Routed clock nets over the placement:
Scale: 1.5 px per micron.
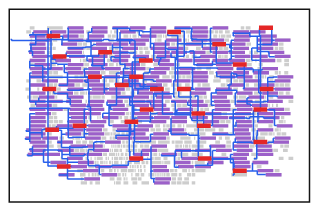
Sequential cells colored by netlist name:
Scale: 1.5 px per micron. Other sequential cells in the stronger gray, the rest of the logic in the fainter gray.
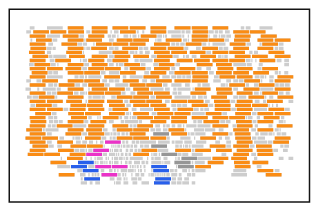
Placement view:
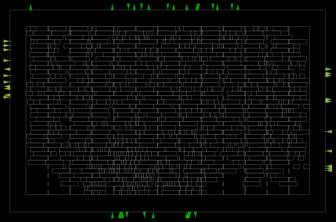
Cell classes on the final placement:
Scale: 1.5 px per micron.
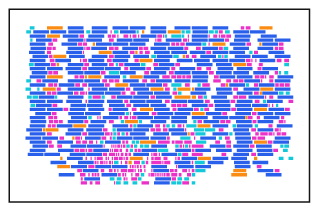
==> config.mk <==
export PLATFORM = sky130hd
export DESIGN_NAME = tagged_flux_fifo
export DESIGN_NICKNAME = d
export VERILOG_FILES = /design/src/rtl/tagged_flux_fifo.sv
export SDC_FILE = /design/constraint.sdc
export NUM_CORES = 1
export LEC_CHECK = 0
export CAP_MARGIN = 20
export CORE_ASPECT_RATIO = 0.6
export CORE_MARGIN = 10
export CORE_UTILIZATION = 65
export DETAILED_ROUTE_END_ITERATION = 8
export PLACE_DENSITY = 0.8
export SLEW_MARGIN = 20
export SYNTH_ARGS = -nofsm -noshare
export SYNTH_HDL_FRONTEND = slang
export SYNTH_SLANG_ARGS = --single-unit
==> constraint.sdc <==
create_clock -name clk -period 4.1 [get_ports clk]
set_clock_uncertainty 0.15 [all_clocks]
set_input_delay 0.82 -clock clk [delete_from_list [all_inputs] [get_ports clk]]
set_output_delay 0.82 -clock clk [all_outputs]
set_load 0.02 [all_outputs]
==> impl_results.rst <==
Metrics
=======

.. list-table::
   :header-rows: 1

   * - Metric
     - Value
   * - Result of the run
     - finished, violations left
   * - Failing checks
     - setup timing
   * - Yosys warning tally
     - 0
   * - Final worst slack
     - -70.3 ps
   * - Post-synth ARST share
     - 0
   * - Yosys aoi share
     - 0.0721
   * - Max-slew headroom at the worst pin
     - 0.544
   * - Total clock sinks
     - 308
   * - Post-Synthesis Net Count
     - 773
   * - Number of setup violations in the final report
     - 2
   * - Gate family responsible for the most delay along the worst path
     - buffers and inverters
   * - Clock transition at the registers of the reported paths
     - 70 ps
   * - Largest fanout on the critical path
     - 26
   * - Remaining Overflow, GRT
     - 0
   * - Count of buffers from port buffering
     - 46
   * - Final weighted congestion of routability-driven global placement
     - 0.800
   * - Pwr/cell area
     - 510 mW/mm^2
   * - Reg2Reg Setup Slack
     - 640 ps
   * - Commonest non-fill, non-tap cell in the layout
     - sky130_fd_sc_hd__edfxtp_1
   * - Die Span Y
     - 128 microns
   * - Cell count in the Yosys report
     - 736
   * - Cell types occupying the most area after synthesis
     - sky130_fd_sc_hd__edfxtp_1, sky130_fd_sc_hd__mux2i_1, sky130_fd_sc_hd__a221o_1, sky130_fd_sc_hd__nand2_1, sky130_fd_sc_hd__a221oi_1
   * - Number of buffers inserted during clock tree synthesis
     - 27
   * - DP Area
     - 0.0137 sq mm
   * - Post-route DRC
     - 0
   * - Timing-limited maximum frequency
     - 240 MHz
   * - Worst EP arrival
     - 3200 ps
   * - Total count of hold-check failures in the final report
     - 0
   * - Slowest stage cell on the critical path
     - sky130_fd_sc_hd__clkdlybuf4s50_1
   * - Number of flip-flops under the largest register name
     - 288
   * - Share of synthesized area occupied by flip-flops and latches
     - 0.739
   * - Antenna-violating nets left
     - 0
   * - Pin slew with the least headroom to its limit
     - 685 ps
   * - IO Count
     - 47
   * - Maximum clock path buffer count
     - 3
   * - Global-route wire length before repair
     - 44100 microns
   * - Buffer and inverter count on the worst path
     - 3
   * - Cell type contributing the most total cell area after synthesis
     - sky130_fd_sc_hd__edfxtp_1
   * - Setup crit start kind
     - input pin
   * - Final tally of max-slew violations
     - 0
   * - Number of storage elements in the synthesis netlist
     - 308
   * - TritonCTS clock tree
     - built
   * - OpenROAD warnings
     - 31
   * - GRT Resource Usage Total
     - 0.231
   * - Most used flip-flop cell after synthesis
     - sky130_fd_sc_hd__edfxtp_1
   * - Width of the chip
     - 199 microns
   * - Count of mapped cells out of synthesis
     - 736
   * - Netlist area before placement
     - 0.0125 sq mm
Notes on 'routed clock nets over the placement' above:
flip-flops -> purple  # count 308
clock wires -> blue  # length 3160 microns
clock drivers -> red  # count 27
routed clock nets = 28
power in the clock group: 0.00263 W
clk latency late pin: 540 ps

Notes on 'sequential cells colored by netlist name' above:
mem -> orange  # sequential cells 288
cnt -> blue  # sequential cells 8
wr_ptr -> magenta  # sequential cells 6
Flop+latch power: 0.00359 W
sequential share of cell area: 0.631
Seq. cell area: 0.00925 sq mm
end-of-flow core utilization: 0.772

Notes on 'placement view' above:
fill cell count: 1036
number of tapcells: 246
count of placed standard cells in the final layout, fillers left out: 1100

Notes on 'cell classes on the final placement' above:
remaining buffers and delay cells -> cyan  # cells 105, share of their area 7.0%
combinational and other logic -> magenta  # cells 391, share of their area 22%
sequential cells -> blue  # cells 308, share of their area 64%
clock drivers and dummy loads -> orange  # cells 50, share of their area 6.4%
summed area of non-filler cells in the final layout: 0.0147 sq mm
core footprint: 0.0190 sq mm
number of standard-cell rows in the floorplan: 39

## report_power, final
group | internal, W | switching, W | total (W)
clock | 0.00152 | 0.00111 | 0.00263
combinational | 0.000520 | 0.000735 | 0.00126
sequential | 0.00354 | 0.0000503 | 0.00359
## logic make-up after synthesis
family,after synthesis
simple gates,116
flops,308
buf+inv,52
compound gates,107
fa+ha+maj,13
mux,132
xor+xnor,8
## tightest hold or removal path: stages (launching register included)
cell	delay [ps]
sky130_fd_sc_hd__edfxtp_1	390
sky130_fd_sc_hd__xnor2_1	80
sky130_fd_sc_hd__nor2_1	80
## metrics by stage
step | total power (W) | instances | setup WS, ps | TNS, ps | util
after detailed placement | 0.00489 | 1045 | -444 | -6360 | 0.720
after floorplan | 0.00436 | 736 | 742 | 0 | -
final | 0.00748 | 1100 | -70.3 | -81.7 | 0.772
after CTS | 0.00747 | 1098 | -3.71 | -5.96 | 0.771
after global routing | 0.00768 | 1100 | -120 | -243 | 0.772
after global placement | 0.00484 | 1045 | -422 | -6210 | 0.720
## final cells by class
type,instances,share of cell area
well taps,246,0.0210
clock inverters,20,0.0156
clock buffers,30,0.0469
flip-flops and latches,308,0.631
multi-input cells,376,0.213
inverters,15,0.00384
repair buffers,105,0.0688
## layer usage
layer / wire, microns / up-vias / GRT usage
li1: - / 3143 / -
met1: 11700 / 3640 / 0.313
met2: 14400 / 407 / 0.374
met3: 3100 / 54 / 0.0519
met4: 655 / 0 / 0.0594
met5: 0 / - / 0
## repair_timing
item / 4_1_cts / 5_1_grt
gates resized: 33 / 22
pin swaps: 1 / 0
buffers inserted: 3 / 2
endpoints found under the setup margin: 18 / 18
Power is estimated from default activity; no workload was simulated.
